$ cat src/rtl/apb_req_arbiter_pkg.sv
// Shared types for the APB request arbiter: FSM states, default widths and
// the default-width command record used around the arbiter.
package apb_arb_pkg;

  localparam int APB_NUM_REQ    = 2;
  localparam int APB_ADDR_WIDTH = 32;
  localparam int APB_DATA_WIDTH = 32;
  localparam int APB_STRB_WIDTH = APB_DATA_WIDTH / 8;
  localparam int APB_TIMEOUT    = 16;

  typedef enum logic [1:0] {
    IDLE   = 2'd0,
    SETUP  = 2'd1,
    ACCESS = 2'd2
  } apb_arb_state_t;

  typedef struct packed {
    logic [APB_ADDR_WIDTH-1:0] addr;
    logic                      write;
    logic [APB_DATA_WIDTH-1:0] wdata;
    logic [APB_STRB_WIDTH-1:0] strobe;
  } apb_cmd_t;

endpackage

$ cat src/rtl/apb_req_arbiter_if.sv
// APB requester-to-completer bus as seen by the arbiter (master) and the
// memory-backed completer (slave).
interface apb_arb_if #(
  parameter int ADDR_WIDTH = 32,
  parameter int DATA_WIDTH = 32
);
  localparam int STRB_WIDTH = DATA_WIDTH / 8;

  logic                  sel;
  logic                  enable;
  logic                  write;
  logic                  trnsfr;
  logic [ADDR_WIDTH-1:0] addr;
  logic [DATA_WIDTH-1:0] wdata;
  logic [STRB_WIDTH-1:0] strobe;
  logic                  ready;
  logic                  slverr;
  logic [DATA_WIDTH-1:0] rdata;

  modport master (
    output sel, enable, write, trnsfr, addr, wdata, strobe,
    input  ready, slverr, rdata
  );

  modport slave (
    input  sel, enable, write, trnsfr, addr, wdata, strobe,
    output ready, slverr, rdata
  );

endinterface

$ cat src/rtl/apb_req_arbiter_rr_picker.sv
// Round-robin priority select: first set req bit at or above ptr, wrapping
// to the bottom of the vector.
module rr_picker #(
  parameter int N = 2,
  localparam int IW = $clog2(N)
) (
  input  logic [N-1:0]  req,
  input  logic [IW-1:0] ptr,
  output logic          valid,
  output logic [IW-1:0] winner
);

  always_comb begin
    valid  = 1'b0;
    winner = '0;
    // upper region [ptr, N) first, then the wrapped region [0, ptr)
    for (int i = 0; i < N; i++) begin
      if (!valid && req[i] && (i >= int'(ptr))) begin
        valid  = 1'b1;
        winner = IW'(i);
      end
    end
    for (int i = 0; i < N; i++) begin
      if (!valid && req[i]) begin
        valid  = 1'b1;
        winner = IW'(i);
      end
    end
  end

endmodule

$ cat src/rtl/apb_req_arbiter.sv
// Shares one APB completer between NUM_REQ requesters: round-robin grant,
// SETUP/ACCESS sequencing with a ready timeout, one-hot ack with response.
module apb_req_arbiter
  import apb_arb_pkg::*;
#(
  parameter int NUM_REQ    = APB_NUM_REQ,
  parameter int ADDR_WIDTH = APB_ADDR_WIDTH,
  parameter int DATA_WIDTH = APB_DATA_WIDTH,
  parameter int TIMEOUT    = APB_TIMEOUT,
  localparam int STRB_WIDTH = DATA_WIDTH / 8,
  localparam int IW         = $clog2(NUM_REQ)
) (
  input  logic                                 clk,
  input  logic                                 rst_n,
  input  logic [NUM_REQ-1:0]                   req,
  input  logic [NUM_REQ-1:0][ADDR_WIDTH-1:0]   req_addr,
  input  logic [NUM_REQ-1:0]                   req_write,
  input  logic [NUM_REQ-1:0][DATA_WIDTH-1:0]   req_wdata,
  input  logic [NUM_REQ-1:0][STRB_WIDTH-1:0]   req_strobe,
  output logic [NUM_REQ-1:0]                   ack,
  output logic [DATA_WIDTH-1:0]                rsp_rdata,
  output logic                                 rsp_err,
  output logic [IW-1:0]                        gnt_id,
  apb_arb_if.master                            apb
);

  localparam int CW = $clog2(TIMEOUT);

  typedef struct packed {
    logic [ADDR_WIDTH-1:0] addr;
    logic                  write;
    logic [DATA_WIDTH-1:0] wdata;
    logic [STRB_WIDTH-1:0] strobe;
  } cmd_t;

  apb_arb_state_t           state;
  cmd_t                     cmd;
  cmd_t [NUM_REQ-1:0]       req_cmd;
  logic [IW-1:0]            ptr;
  logic [CW-1:0]            cnt;
  logic                     trnsfr_q;
  logic                     done;
  logic                     pick_vld;
  logic [IW-1:0]            pick_id;
  logic [IW-1:0]            pick_ptr;
  logic [IW-1:0]            gnt_nxt;
  logic [NUM_REQ-1:0]       pick_req;

  function automatic logic [IW-1:0] nxt_id(input logic [IW-1:0] i);
    return (int'(i) == NUM_REQ - 1) ? '0 : i + 1'b1;
  endfunction

  for (genvar g = 0; g < NUM_REQ; g++) begin : g_cmd
    assign req_cmd[g] = '{addr: req_addr[g], write: req_write[g],
                          wdata: req_wdata[g], strobe: req_strobe[g]};
  end

  assign gnt_nxt = nxt_id(gnt_id);
  assign done    = (state == ACCESS) && (apb.ready || (cnt == CW'(TIMEOUT - 1)));

  // On the completing ACCESS cycle the owner is excluded and the search
  // starts just above it; in IDLE the requester acked last cycle may still
  // be dropping req, so it is masked for that one cycle.
  always_comb begin
    pick_ptr = ptr;
    pick_req = req & ~ack;
    if (state == ACCESS) begin
      pick_ptr          = gnt_nxt;
      pick_req          = req;
      pick_req[gnt_id]  = 1'b0;
    end
  end

  rr_picker #(.N(NUM_REQ)) u_pick (
    .req    (pick_req),
    .ptr    (pick_ptr),
    .valid  (pick_vld),
    .winner (pick_id)
  );

  always_ff @(posedge clk or negedge rst_n) begin
    if (!rst_n) begin
      state     <= IDLE;
      cmd       <= '0;
      ptr       <= '0;
      cnt       <= '0;
      gnt_id    <= '0;
      ack       <= '0;
      rsp_rdata <= '0;
      rsp_err   <= 1'b0;
      trnsfr_q  <= 1'b0;
    end else begin
      ack       <= '0;
      rsp_rdata <= '0;
      rsp_err   <= 1'b0;
      trnsfr_q  <= 1'b0;
      case (state)
        IDLE: begin
          if (pick_vld) begin
            cmd    <= req_cmd[pick_id];
            gnt_id <= pick_id;
            state  <= SETUP;
          end
        end
        SETUP: state <= ACCESS;
        ACCESS: begin
          if (done) begin
            ack[gnt_id] <= 1'b1;
            rsp_rdata   <= (apb.ready && !cmd.write) ? apb.rdata : '0;
            rsp_err     <= apb.ready ? apb.slverr : 1'b1;
            cnt         <= '0;
            ptr         <= gnt_nxt;
            if (pick_vld) begin
              trnsfr_q <= 1'b1;
              cmd      <= req_cmd[pick_id];
              gnt_id   <= pick_id;
              state    <= SETUP;
            end else begin
              state    <= IDLE;
            end
          end else begin
            cnt <= cnt + 1'b1;
          end
        end
        default: state <= IDLE;
      endcase
    end
  end

  assign apb.sel    = (state != IDLE);
  assign apb.enable = (state == ACCESS);
  assign apb.trnsfr = trnsfr_q;
  assign apb.addr   = apb.sel ? cmd.addr   : '0;
  assign apb.write  = apb.sel ? cmd.write  : 1'b0;
  assign apb.wdata  = apb.sel ? cmd.wdata  : '0;
  assign apb.strobe = apb.sel ? cmd.strobe : '0;

endmodule

$ cat src/flat_wrapper.sv
// flat-port wrapper written by rule: the top's interface ports become plain ports
module apb_req_arbiter_flat import apb_arb_pkg::*;
#(
  parameter int NUM_REQ    = APB_NUM_REQ,
  parameter int ADDR_WIDTH = APB_ADDR_WIDTH,
  parameter int DATA_WIDTH = APB_DATA_WIDTH,
  parameter int TIMEOUT    = APB_TIMEOUT,
  localparam int STRB_WIDTH = DATA_WIDTH / 8,
  localparam int IW         = $clog2(NUM_REQ)
)
  (clk, rst_n, req, req_addr, req_write, req_wdata, req_strobe, ack, rsp_rdata, rsp_err, gnt_id, apb_sel, apb_enable, apb_write, apb_trnsfr, apb_addr, apb_wdata, apb_strobe, apb_ready, apb_slverr, apb_rdata);
  apb_arb_if #(.ADDR_WIDTH(ADDR_WIDTH), .DATA_WIDTH(DATA_WIDTH)) apb_i ();
  input  logic clk;
  input  logic rst_n;
  input  logic [NUM_REQ-1:0] req;
  input  logic [NUM_REQ-1:0][ADDR_WIDTH-1:0] req_addr;
  input  logic [NUM_REQ-1:0] req_write;
  input  logic [NUM_REQ-1:0][DATA_WIDTH-1:0] req_wdata;
  input  logic [NUM_REQ-1:0][STRB_WIDTH-1:0] req_strobe;
  output logic [NUM_REQ-1:0] ack;
  output logic [DATA_WIDTH-1:0] rsp_rdata;
  output logic rsp_err;
  output logic [IW-1:0] gnt_id;
  output wire logic [$bits(apb_i.sel)-1:0] apb_sel;
  output wire logic [$bits(apb_i.enable)-1:0] apb_enable;
  output wire logic [$bits(apb_i.write)-1:0] apb_write;
  output wire logic [$bits(apb_i.trnsfr)-1:0] apb_trnsfr;
  output wire logic [$bits(apb_i.addr)-1:0] apb_addr;
  output wire logic [$bits(apb_i.wdata)-1:0] apb_wdata;
  output wire logic [$bits(apb_i.strobe)-1:0] apb_strobe;
  input wire logic [$bits(apb_i.ready)-1:0] apb_ready;
  input wire logic [$bits(apb_i.slverr)-1:0] apb_slverr;
  input wire logic [$bits(apb_i.rdata)-1:0] apb_rdata;
  assign apb_sel = apb_i.sel;
  assign apb_enable = apb_i.enable;
  assign apb_write = apb_i.write;
  assign apb_trnsfr = apb_i.trnsfr;
  assign apb_addr = apb_i.addr;
  assign apb_wdata = apb_i.wdata;
  assign apb_strobe = apb_i.strobe;
  assign apb_i.ready = apb_ready;
  assign apb_i.slverr = apb_slverr;
  assign apb_i.rdata = apb_rdata;
  apb_req_arbiter #(.NUM_REQ(NUM_REQ), .ADDR_WIDTH(ADDR_WIDTH), .DATA_WIDTH(DATA_WIDTH), .TIMEOUT(TIMEOUT)) u_core (.clk(clk), .rst_n(rst_n), .req(req), .req_addr(req_addr), .req_write(req_write), .req_wdata(req_wdata), .req_strobe(req_strobe), .ack(ack), .rsp_rdata(rsp_rdata), .rsp_err(rsp_err), .gnt_id(gnt_id), .apb(apb_i));
endmodule
$ cat config.mk
export PLATFORM = sky130hd
export DESIGN_NAME = apb_req_arbiter_flat
export DESIGN_NICKNAME = d
export VERILOG_FILES = /design/src/rtl/apb_req_arbiter_pkg.sv /design/src/rtl/apb_req_arbiter_if.sv /design/src/rtl/apb_req_arbiter_rr_picker.sv /design/src/rtl/apb_req_arbiter.sv /design/src/flat_wrapper.sv
export SDC_FILE = /design/constraint.sdc
export NUM_CORES = 1
export LEC_CHECK = 0
export ABC_AREA = 1
export CAP_MARGIN = 20
export CORE_AREA = 2 2 92 160
export CTS_CLUSTER_DIAMETER = 150
export DETAILED_ROUTE_END_ITERATION = 16
export DIE_AREA = 0 0 94 162
export PLACE_DENSITY_LB_ADDON = 0.3
export SLEW_MARGIN = 20
export SYNTH_ARGS = -nofsm -noshare
export SYNTH_HDL_FRONTEND = slang
export SYNTH_SLANG_ARGS = --single-unit
$ cat constraint.sdc
create_clock -name clk -period 4.2 [get_ports clk]
set_clock_uncertainty 0.1 [all_clocks]
set_input_delay 0.63 -clock clk [delete_from_list [all_inputs] [get_ports clk]]
set_output_delay 0.63 -clock clk [all_outputs]
set_load 0.03 [all_outputs]
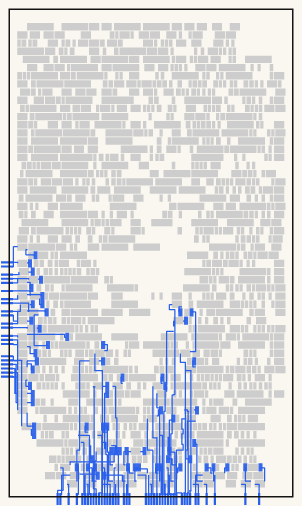
*Nets reached from selected ports*
Scale: 3 px per um.
| port | color | bits | direction | edge | end cells | buffers | wire |
|---|---|---|---|---|---|---|---|
| req_addr | blue | 64 | input | 43 south, 21 west | 64 | 64 | 1360 um |
I/O pin count: 284
# port buffers: 283

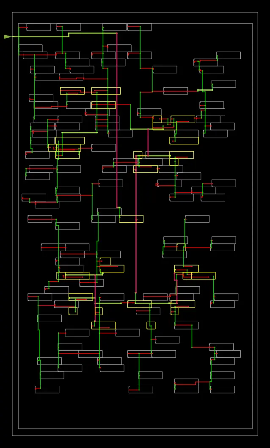
*The clock network*
Clock Power: 1.50 mW
sequential cell count: 113

==> Changelog: implementation <==
## Flow update

- Status: complete, no violations
- Area leader share: 46.3%
- Flip-flop count of the largest register after layout: 69
- Initial drt markers: 255
- Min-Delay Path Class: in2async
- Post-cts hold-fix buffer tally: 0
- Top area cell types: dfrtp_1 46%, inv_1 15%, nand3_1 15%
- Crit end category: output port
- Top reg by flops: u_core.cmd
- Chip area: 15200 um2
- Storage element area: between 2000 and 3000 um2
- Largest net degree at the start of global routing: between 70 and 80
- Vias in the first global route: between 6000 and 7000
- Layout area overhead: 58.9%
- Leakage: 5.40 nW
- Reg clk slew, reported paths: 0.06 ns
- FP Util: 43.9%
- Cell variety after synth: 18
- Pin slew with the least headroom to its limit: 0.771 ns
- GRT Total Usage: 25.3%
- Count of library flops with an enable pin: 0
- Synth cell count leaders: 249 x inv_1, 221 x nand2_1, 177 x nand3_1, 113 x dfrtp_1, 81 x nor2_1
- RePlAce Congestion: 0.869
- Cell with the most instances after synthesis: inv_1
- Total CTS buffers: 17
- Adder Area Share: 0.205%
- GRT Residual Overflow: 0
- Clk root buf: clkbuf_16
- Die height: 162 um
- Power per cell area: 722 nW/um2
- RSZ-0062 raised after global routing: false
- Crit share post-route: 70.2%
- Nets: 1343
- Synth mux share: 0%
- Post-synthesis sequential area ratio: between 40 and 50%
- Final wirelength: about 19000 um
- Pwr Total: 7.00 mW
- CTS H-tree depth: 4
- Yosys aoi share: 0.410%
- Clock Sinks: about 110
- Routed Antenna Nets: 0
- Reg2Reg Setup Slack: 1.64 ns
- Biggest regs: u_core.cmd: 69 flops, u_core.rsp_rdata: 32 flops, u_core.cnt: 4 flops
- Mapped cell area: 6110 um2
- Ys flops: 113
- Final setup fails: 0
- Via count: about 6200
- Yosys cell count: 901
- First-pass GRT wire length: 30100 um
- Synth warn: 0
- Post-Syn Instances: around 900
- CTS tree: yes
- CP Class: reg2out
- Tmin final: 2.95 ns
- Simple share: 33.6%
- Fin area: a little under 10000 um2
- Footprint of the multi-input gates: between 2000 and 2500 um2
- CP Max Fanout: 61
- Most common logic cell in the routed design: clkdlybuf4s50_1
- Fraction of layout cells with a size suffix above 1: under 10%
- Tool warnings: 26
- Post-synth area from yosys stat: between 6000 and 7000 um2
- Max-cap violation count: 0
- Routed len/inst: 13.6 um
- Detailed Place HPWL: 13100 um
- Post-synthesis xor/xnor area fraction: 0.143%
- Mean Syn Cell Area: ~6.8 um2
- Fin. Hold Viols: 0
- Most used flip-flop cell: dfrtp_1
- Rows: 57
- Main logic family after synthesis: simple AND/OR/NAND/NOR gates
- First-pass detailed-route iteration total: 4
- Achievable Freq: 339 MHz
- Top cells excl fill/tap: 282 x clkdlybuf4s50_1, 249 x inv_1, 219 x nand2_1, 177 x nand3_1, 113 x dfrtp_1
- Ys async rst share: 100%
- Startpoint Class: register
worst max-delay path, cell delays in order, from the launching register on:
cell	delay, ns
dfrtp_1	0.47
nor2_4	0.29
buf_12	0.32
nor2_1	0.10
clkdlybuf4s50_1	0.62
layout make-up:
class	instances	area share [%]
clock buffers	17	4.38
inverters	251	9.71
clock inverters	15	2.01
well taps	177	2.28
multi-input cells	489	21.9
repair buffers	294	30.5
diodes	1	0.0258
flip-flops and latches	113	29.1
how the worst max path moves through the flow:
stage / start / end / slack, ns / cells past startpoint
CTS: u_core.state[1]$_DFFE_PN0P_ / apb_addr[22] / 1.22 / 4
finish: u_core.state[1]$_DFFE_PN0P_ / apb_addr[22] / 1.25 / 4
floorplan: u_core.state[1]$_DFFE_PN0P_ / apb_sel / 2.30 / 3
global route: u_core.state[1]$_DFFE_PN0P_ / apb_addr[22] / 1.14 / 4
detailed placement: req[0] / u_core.cmd[37]$_DFFE_PN0P_ / 0.97 / 7
global placement: req[0] / u_core.cmd[59]$_DFFE_PN0P_ / 1.01 / 7
metal layers:
metal  up-vias  share of wire [%]  global-route usage [%]
li1       3151                  -                       -
met1      2798                 35                    27.2
met2       245                 52                    44.2
met3        50                8.4                    7.33
met4         0                4.4                    13.2
met5         -                  0                       0
stage by stage:
stage	setup WS [ns]	cells	hold WS [ns]	utilization [%]
floorplan	2.30	901	0.234	-
global placement	1.01	1323	0.362	65.1
detailed placement	0.972	1323	0.365	65.2
CTS	1.22	1355	0.226	69.6
global route	1.14	1357	0.270	69.8
finish	1.25	1357	0.189	69.8
power by group:
group	switching [mW]	total (mW)	internal [mW]	leakage (nW)
sequential	0.227	1.72	1.50	1.44
combinational	2.35	3.77	1.42	3.67
clock	0.553	1.50	0.951	0.298
total	3.13	7.00	3.87	5.40
No activity file was given, so power comes from the tool's default toggle rates.
